--- config.mk ---
export PLATFORM = sky130hd
export DESIGN_NAME = rf_ldst_engine
export DESIGN_NICKNAME = d
export VERILOG_FILES = /design/src/rtl/rf_ldst_pkg.sv /design/src/rtl/ldst_addr_gen.sv /design/src/rtl/rf_ldst_engine.sv
export SDC_FILE = /design/constraint.sdc
export NUM_CORES = 1
export LEC_CHECK = 0
export ABC_AREA = 1
export CAP_MARGIN = 5
export CELL_PAD_IN_SITES_DETAIL_PLACEMENT = 1
export CELL_PAD_IN_SITES_GLOBAL_PLACEMENT = 2
export CORE_ASPECT_RATIO = 0.6
export CORE_UTILIZATION = 19
export CTS_CLUSTER_DIAMETER = 50
export CTS_CLUSTER_SIZE = 14
export DETAILED_ROUTE_END_ITERATION = 16
export PLACE_DENSITY = 0.83
export SLEW_MARGIN = 20
export SYNTH_ARGS = -nofsm -noshare
export SYNTH_HDL_FRONTEND = slang
export SYNTH_SLANG_ARGS = --single-unit
--- constraint.sdc ---
create_clock -name clk -period 2.3 [get_ports clk]
set_input_delay 0.69 -clock clk [delete_from_list [all_inputs] [get_ports clk]]
set_output_delay 0.69 -clock clk [all_outputs]
set_load 0.03 [all_outputs]
--- src/rtl/rf_ldst_pkg.sv ---
// Shared types and default widths for the register-file load/store engine.
package rf_ldst_pkg;

   localparam int RF_ADDR_W_DEF    = 10;
   localparam int LINE_NUM_W_DEF   = 8;
   localparam int SDRAM_ADDR_W_DEF = 32;
   localparam int LINE_W_DEF       = 128;

   // Bytes covered by one line on the SDRAM side.
   localparam int LINE_BYTES = LINE_W_DEF / 8;

   typedef enum logic [2:0] {
      IDLE,
      LD_REQ,
      LD_WAIT,
      ST_RD,
      ST_REQ,
      DONE
   } state_t;

endpackage

--- src/rtl/ldst_addr_gen.sv ---
// Address and remaining-line bookkeeping for one transfer: loaded at start,
// stepped once per completed line.
module ldst_addr_gen
   import rf_ldst_pkg::*;
#(
   parameter int RF_ADDR_W    = RF_ADDR_W_DEF,
   parameter int LINE_NUM_W   = LINE_NUM_W_DEF,
   parameter int SDRAM_ADDR_W = SDRAM_ADDR_W_DEF,
   parameter int STEP         = LINE_BYTES
)(
   input  logic                    clk,
   input  logic                    rst_n,
   input  logic                    i_load,
   input  logic                    i_step,
   input  logic [RF_ADDR_W-1:0]    i_rf_addr,
   input  logic [SDRAM_ADDR_W-1:0] i_sd_addr,
   input  logic [LINE_NUM_W-1:0]   i_count,
   output logic [RF_ADDR_W-1:0]    o_rf_addr,
   output logic [SDRAM_ADDR_W-1:0] o_sd_addr,
   output logic                    o_last,
   output logic                    o_empty
);

   logic [RF_ADDR_W-1:0]    r_rf_addr;
   logic [SDRAM_ADDR_W-1:0] r_sd_addr;
   logic [LINE_NUM_W-1:0]   r_count;

   // Capture operands on load; advance both addresses (natural wrap) and
   // consume one line on each step.
   always_ff @(posedge clk or negedge rst_n) begin
      if (!rst_n) begin
         r_rf_addr <= '0;
         r_sd_addr <= '0;
         r_count   <= '0;
      end else if (i_load) begin
         r_rf_addr <= i_rf_addr;
         r_sd_addr <= i_sd_addr;
         r_count   <= i_count;
      end else if (i_step) begin
         r_rf_addr <= r_rf_addr + RF_ADDR_W'(1);
         r_sd_addr <= r_sd_addr + SDRAM_ADDR_W'(STEP);
         r_count   <= r_count - LINE_NUM_W'(1);
      end
   end

   assign o_rf_addr = r_rf_addr;
   assign o_sd_addr = r_sd_addr;
   assign o_last    = (r_count == LINE_NUM_W'(1));
   assign o_empty   = (r_count == '0);

endmodule

--- src/rtl/rf_ldst_engine.sv ---
// Moves lines between the register file and SDRAM, one outstanding SDRAM
// request at a time. Starts are registered in IDLE and acted on a cycle later.
module rf_ldst_engine
   import rf_ldst_pkg::*;
#(
   parameter int RF_ADDR_W    = RF_ADDR_W_DEF,
   parameter int LINE_NUM_W   = LINE_NUM_W_DEF,
   parameter int SDRAM_ADDR_W = SDRAM_ADDR_W_DEF,
   parameter int LINE_W       = LINE_W_DEF
)(
   input  logic                    clk,
   input  logic                    rst_n,
   input  logic                    load_start,
   input  logic                    store_start,
   input  logic [RF_ADDR_W-1:0]    rf_addr,
   input  logic [SDRAM_ADDR_W-1:0] sdram_addr,
   input  logic [LINE_NUM_W-1:0]   line_num,
   output logic                    busy,
   output logic                    done,
   output logic                    rf_we,
   output logic [RF_ADDR_W-1:0]    rf_waddr,
   output logic [LINE_W-1:0]       rf_wdata,
   output logic                    rf_re,
   output logic [RF_ADDR_W-1:0]    rf_raddr,
   input  logic [LINE_W-1:0]       rf_rdata,
   output logic                    sd_req,
   output logic                    sd_we,
   output logic [SDRAM_ADDR_W-1:0] sd_addr,
   output logic [LINE_W-1:0]       sd_wdata,
   input  logic                    sd_ready,
   input  logic                    sd_rvalid,
   input  logic [LINE_W-1:0]       sd_rdata
);

   state_t                  r_state;
   state_t                  w_state_next;
   logic                    r_pend;       // a start was sampled last cycle
   logic                    r_is_load;    // load wins when both starts are high
   logic                    r_rd_phase;   // second cycle of ST_RD: RF data valid
   logic [LINE_W-1:0]       r_sd_wdata;

   logic                    w_gen_load;
   logic                    w_gen_step;
   logic                    w_last;
   logic                    w_empty;
   logic [RF_ADDR_W-1:0]    w_rf_addr;
   logic [SDRAM_ADDR_W-1:0] w_sd_addr;

   // Starts are only looked at while idle and not already holding one.
   assign w_gen_load = (r_state == IDLE) && !r_pend && (load_start || store_start);

   ldst_addr_gen #(
      .RF_ADDR_W    (RF_ADDR_W),
      .LINE_NUM_W   (LINE_NUM_W),
      .SDRAM_ADDR_W (SDRAM_ADDR_W),
      .STEP         (LINE_W / 8)
   ) u_addr_gen (
      .clk       (clk),
      .rst_n     (rst_n),
      .i_load    (w_gen_load),
      .i_step    (w_gen_step),
      .i_rf_addr (rf_addr),
      .i_sd_addr (sdram_addr),
      .i_count   (line_num),
      .o_rf_addr (w_rf_addr),
      .o_sd_addr (w_sd_addr),
      .o_last    (w_last),
      .o_empty   (w_empty)
   );

   // State register.
   always_ff @(posedge clk or negedge rst_n) begin
      if (!rst_n) r_state <= IDLE;
      else        r_state <= w_state_next;
   end

   // Start latch, RF read phase and store-data capture.
   always_ff @(posedge clk or negedge rst_n) begin
      if (!rst_n) begin
         r_pend     <= 1'b0;
         r_is_load  <= 1'b0;
         r_rd_phase <= 1'b0;
         r_sd_wdata <= '0;
      end else begin
         r_pend <= w_gen_load;
         if (w_gen_load) r_is_load <= load_start;
         r_rd_phase <= (r_state == ST_RD) && !r_rd_phase;
         if ((r_state == ST_RD) && r_rd_phase) r_sd_wdata <= rf_rdata;
      end
   end

   // Next-state and handshake outputs.
   always_comb begin
      w_state_next = r_state;
      busy         = 1'b1;
      done         = 1'b0;
      rf_we        = 1'b0;
      rf_re        = 1'b0;
      sd_req       = 1'b0;
      sd_we        = 1'b0;
      w_gen_step   = 1'b0;
      case (r_state)
         IDLE: begin
            busy = 1'b0;
            if (r_pend) w_state_next = w_empty ? DONE : (r_is_load ? LD_REQ : ST_RD);
         end
         LD_REQ: begin
            sd_req = 1'b1;
            if (sd_ready) w_state_next = LD_WAIT;
         end
         LD_WAIT: begin
            if (sd_rvalid) begin
               rf_we        = 1'b1;
               w_gen_step   = 1'b1;
               w_state_next = w_last ? DONE : LD_REQ;
            end
         end
         ST_RD: begin
            rf_re = !r_rd_phase;
            if (r_rd_phase) w_state_next = ST_REQ;
         end
         ST_REQ: begin
            sd_req = 1'b1;
            sd_we  = 1'b1;
            if (sd_ready) begin
               w_gen_step   = 1'b1;
               w_state_next = w_last ? DONE : ST_RD;
            end
         end
         DONE: begin
            done         = 1'b1;
            w_state_next = IDLE;
         end
         default: w_state_next = IDLE;
      endcase
   end

   assign rf_waddr = w_rf_addr;
   assign rf_raddr = w_rf_addr;
   assign rf_wdata = rf_we ? sd_rdata : '0;
   assign sd_addr  = w_sd_addr;
   assign sd_wdata = r_sd_wdata;

endmodule

Run 1, M1 wires:
Scale bar: 100 microns.
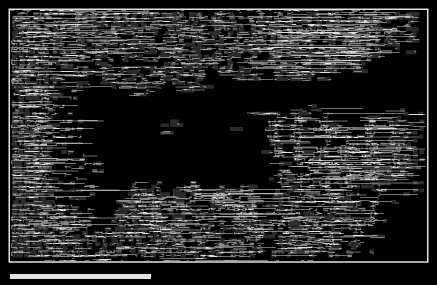
wire length on this layer: 20.5 mm
share of all routed wire: 40%
longest straight run: 69.9 microns

Run 1, signal wires on met2:
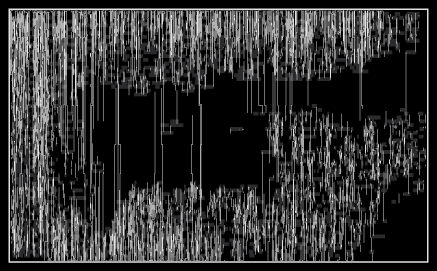
wire length on this layer: 26.9 mm
main direction: vertical
longest straight run: 118 microns
share of all routed wire: 52%

==> results.sh, run 1 <==
# implementation run metrics
export IMPL_firstDrtPassIters=4
export IMPL_viasPerCell=4.124
export IMPL_top_cells_by_area="dfrtp_1, mux2_1, nor2_1"
export IMPL_cts_hold_buf=0
export IMPL_crit_buf_inv=3
export IMPL_top_cell="nor2_1"
export IMPL_ys_async_sr_fraction=1.000
export IMPL_portBuffers=625
export IMPL_pre_cts_ws_ns=-0.3752
export IMPL_detail_route_wl_per_cell_microns=20.43
export IMPL_max_freq_mhz=366.8
export IMPL_synth_distinct_cells=36
export IMPL_num_nonclk_inverters=179
export IMPL_power_frac_seq=0.257
export IMPL_ys_sh_adder=0.006364
export IMPL_final_comb_area_sq_um=4906
export IMPL_seq_share=0.2408
export IMPL_holdWs_ns=0.1788
export IMPL_crit_arrival_ns=2.04
export IMPL_grt_pass1_vias=10840
export IMPL_power_switching_w=0.01159
export IMPL_cp_max_fo=15
export IMPL_vdd_ir_drop_max_v=0.0004508
export IMPL_endpoint_kind="output port"
export IMPL_finalWorstSetupSlack_ns=-0.4263
export IMPL_status="complete, but fails checks"
export IMPL_rr_endpoint="u_addr_gen.o_sd_addr[17]$_DFFE_PN0P_"
export IMPL_drc_errors=0
export IMPL_r2r_slack_ns=0.16
export IMPL_synth_edff_count=0
export IMPL_pin_count=626
export IMPL_worst_slew_pin_slew_ns=0.6721
export IMPL_final_setup_viol_count=129
export IMPL_yosysTopAreaCellShare=0.4684
export IMPL_r2r_cells=11
export IMPL_hpwl_microns=39550
export IMPL_synthSimpleGateAreaFrac=0.2255
export IMPL_r2r_start="r_state[2]$_DFFE_PN0P_"
export IMPL_comb_cell_power_w=0.0148
export IMPL_synth_logic_top_family="simple AND/OR/NAND/NOR gates"
export IMPL_cts_sinks=184
export IMPL_seq_power_w=0.00621
export IMPL_cts_made_buffers=17
export IMPL_diodes=13
export IMPL_buf_share=0.3884
export IMPL_synth_avg_cell_area_sq_um=8.578
export IMPL_synth_cells=1146
export IMPL_grt_overflow_total=0
export IMPL_drt_wl_total_microns=51550
export IMPL_top_cells_by_count="nor2_1, nand2_1, dfrtp_1, inv_1, mux2_1"
export IMPL_comb_cells=727
export IMPL_slowest_stage="dfrtp_2"
export IMPL_lay_top_cells="clkdlybuf4s50_1, nand2_1, dfrtp_1, inv_1, nor2_1"
export IMPL_clkLatencyLatePin_ns=0.47
export IMPL_power_density_nw_per_um2=1263
export IMPL_synth_flops=184
export IMPL_chip_area_sq_um=52680
export IMPL_violations="negative setup slack"
export IMPL_ys_sh_xor=0.008909
export IMPL_clock_root_buffer="clkbuf_16"
export IMPL_ff_latch_area_sq_um=4607
export IMPL_cts_htree_levels=4
export IMPL_dp_cells=2455
export IMPL_hold_path_class="in -> async"
export IMPL_fin_util=0.3751
export IMPL_antenna_found_initial=22
export IMPL_yosysWarnings=0
export IMPL_required_ns=1.61
export IMPL_drtIter0Drc=329
export IMPL_flops=184
export IMPL_synthAoiAreaFrac=0.02686
export IMPL_crit_end="rf_wdata[96]"
export IMPL_tns_ns=-38.73
export IMPL_die_w_microns=295.7
export IMPL_clk_pin_slew_ns=0.08
export IMPL_finalCritPeriodShare=1.185
export IMPL_syn_to_final_growth_pct=94.63
export IMPL_final_area_sq_um=19130
export IMPL_final_antenna_net_count=0
export IMPL_nNetsFinal=2121
export IMPL_log_warning_count=30
export IMPL_core_region_area_sq_um=51010
export IMPL_post_cts_buffers=9
export IMPL_gp_congestion=0.8103
export IMPL_cts_tree="yes"
export IMPL_p_clk_frac=0.129
export IMPL_grt_max_degree=62
export IMPL_tap_cells=693
export IMPL_worst_setup_path_start_kind="flop"
export IMPL_grt_pass1_wl_microns=69860
export IMPL_total_power_w=0.02417
export IMPL_largest_area_cell="dfrtp_1"
export IMPL_drive_gt1_frac=0.2251
export IMPL_mux_share=0.1504
export IMPL_cp_slowest_stage_delay_ns=0.44
export IMPL_ys_cells=1146
export IMPL_hold_viol=0
export IMPL_grt_use_total=0.1809
export IMPL_fin_cells=2523
export IMPL_path_class="reg -> out"
export IMPL_vias=10410
export IMPL_syn_cell_area_sq_um=9831
export IMPL_post_dp_cell_area_sq_um=17030
export IMPL_n_clock_buffer=17
Run 1, M3 wires:
Scale bar: 100 microns.
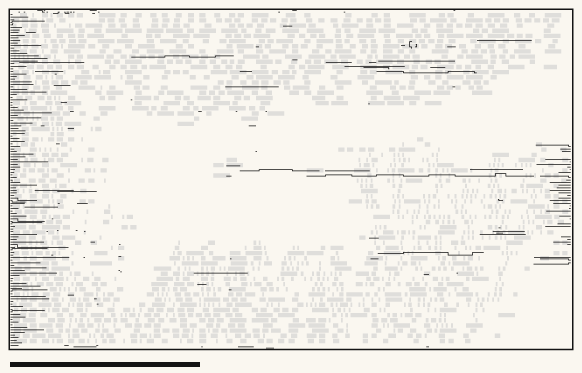
wire length on this layer: 2060 microns
main direction: horizontal
share of all routed wire: 4.0%
nets with wire on the layer: 213

run 1: layer usage:
| layer | wire [microns] | global-route usage | share of wire |
|---|---|---|---|
| met1 | 20540 | 0.2193 | 0.40 |
| met2 | 26940 | 0.3137 | 0.52 |
| met3 | 2059 | 0.03302 | 0.040 |
| met4 | 1993 | 0.07772 | 0.039 |
| met5 | 13 | 0 | 0.00025 |
run 1: state kept, by name (all words and copies together), names as in the netlist:
name,flops
u_addr_gen.o_rf_addr,10
sd_wdata,128
u_addr_gen.o_sd_addr,32
r_pend,1
r_rd_phase,1
r_state,3
u_addr_gen.r_count,8
r_is_load,1
==> inputs of run 2 (changes only) <==
--- a/config.mk
+++ b/config.mk
@@ -14,6 +14,7 @@
 export CTS_CLUSTER_DIAMETER = 50
 export CTS_CLUSTER_SIZE = 14
 export DETAILED_ROUTE_END_ITERATION = 16
+export HOLD_SLACK_MARGIN = 0.05
 export PLACE_DENSITY = 0.83
 export SLEW_MARGIN = 20
 export SYNTH_ARGS = -nofsm -noshare
Run 2, M1 wires:
Scale bar: 100 microns.
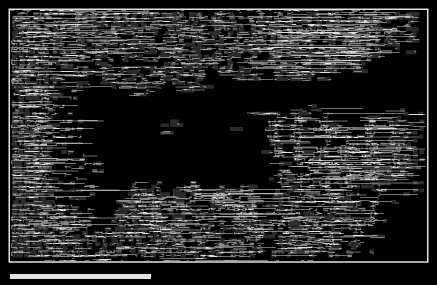
nets with wire on the layer: 1939
wire length on this layer: 20.5 mm
share of all routed wire: 40%
main direction: horizontal
longest straight run: 69.9 microns

==> results.sh, run 2 <==
# implementation run metrics
export IMPL_die_w_microns=295.7
export IMPL_yosysWarnings=0
export IMPL_top_cells_by_count="nor2_1, nand2_1, dfrtp_1, inv_1, mux2_1"
export IMPL_power_frac_seq=0.257
export IMPL_final_antenna_net_count=0
export IMPL_max_freq_mhz=366.8
export IMPL_hold_path_class="in -> async"
export IMPL_drc_errors=0
export IMPL_tap_cells=693
export IMPL_r2r_slack_ns=0.16
export IMPL_gp_congestion=0.8103
export IMPL_largest_area_cell="dfrtp_1"
export IMPL_vias=10410
export IMPL_n_clock_buffer=17
export IMPL_core_region_area_sq_um=51010
export IMPL_vdd_ir_drop_max_v=0.0004508
export IMPL_detail_route_wl_per_cell_microns=20.43
export IMPL_path_class="reg -> out"
export IMPL_top_cells_by_area="dfrtp_1, mux2_1, nor2_1"
export IMPL_grt_pass1_vias=10840
export IMPL_largest_register_ffs=128
export IMPL_slowest_stage="dfrtp_2"
export IMPL_grt_overflow_total=0
export IMPL_ys_sh_adder=0.006364
export IMPL_fin_util=0.3751
export IMPL_firstDrtPassIters=4
export IMPL_crit_buf_inv=3
export IMPL_cp_max_fo=15
export IMPL_ys_cells=1146
export IMPL_cts_tree="yes"
export IMPL_antenna_found_initial=22
export IMPL_synth_distinct_cells=36
export IMPL_p_clk_frac=0.129
export IMPL_power_density_nw_per_um2=1263
export IMPL_diodes=13
export IMPL_worst_slew_pin_slew_ns=0.6721
export IMPL_chip_area_sq_um=52680
export IMPL_drt_wl_total_microns=51550
export IMPL_viasPerCell=4.124
export IMPL_mux_share=0.1504
export IMPL_endpoint_kind="output port"
export IMPL_ys_sh_xor=0.008909
export IMPL_pin_count=626
export IMPL_final_setup_viol_count=129
export IMPL_r2r_cells=11
export IMPL_crit_end="rf_wdata[96]"
export IMPL_tns_ns=-38.73
export IMPL_pre_cts_ws_ns=-0.3752
export IMPL_r2r_start="r_state[2]$_DFFE_PN0P_"
export IMPL_clock_root_buffer="clkbuf_16"
export IMPL_hold_viol=0
export IMPL_finalCritPeriodShare=1.185
export IMPL_top_cell="nor2_1"
export IMPL_nNetsFinal=2121
export IMPL_seq_power_w=0.00621
export IMPL_clkLatencyLatePin_ns=0.47
export IMPL_violations="negative setup slack"
export IMPL_cts_htree_levels=4
export IMPL_crit_arrival_ns=2.04
export IMPL_yosysTopAreaCellShare=0.4684
export IMPL_ys_async_sr_fraction=1.000
export IMPL_lay_top_cells="clkdlybuf4s50_1, nand2_1, dfrtp_1, inv_1, nor2_1"
export IMPL_synth_logic_top_family="simple AND/OR/NAND/NOR gates"
export IMPL_final_area_sq_um=19130
export IMPL_flops=184
export IMPL_rr_endpoint="u_addr_gen.o_sd_addr[17]$_DFFE_PN0P_"
export IMPL_drive_gt1_frac=0.2251
export IMPL_synthAoiAreaFrac=0.02686
export IMPL_synth_avg_cell_area_sq_um=8.578
export IMPL_fin_cells=2523
export IMPL_hpwl_microns=39550
export IMPL_worst_setup_path_start_kind="flop"
export IMPL_final_comb_area_sq_um=4906
export IMPL_syn_to_final_growth_pct=94.63
export IMPL_synth_flops=184
export IMPL_cp_slowest_stage_delay_ns=0.44
export IMPL_holdWs_ns=0.1788
export IMPL_dp_cells=2455
export IMPL_ff_latch_area_sq_um=4607
export IMPL_required_ns=1.61
export IMPL_status="complete, but fails checks"
export IMPL_log_warning_count=30
export IMPL_portBuffers=625
export IMPL_cts_sinks=184
export IMPL_finalWorstSetupSlack_ns=-0.4263
run 2: per-layer routing:
| metal | GRT usage | routed length (microns) | vias to the layer above |
|---|---|---|---|
| met1 | 0.2193 | 20540 | 5181 |
| met4 | 0.07772 | 1993 | 2 |
| met2 | 0.3137 | 26940 | 287 |
| met3 | 0.03302 | 2059 | 83 |
| li1 | - | - | 4852 |
| met5 | 0 | 13 | - |
run 2: logic make-up (layout without fill, tap and decap cells):
kind of cell    Yosys count  count (layout)
compound gates           49              49
xor+xnor                 10              10
fa+ha+maj                 5               5
buf+inv                 236             906
flops                   184             184
mux                     128             128
other cells               0              13
simple gates            534             535
run 2: repair_timing:
action,in CTS,in global routing
gates resized,188,240
gates cloned,5,5
setup endpoints to repair,202,143
buffers inserted,9,5
pin swaps,3,5
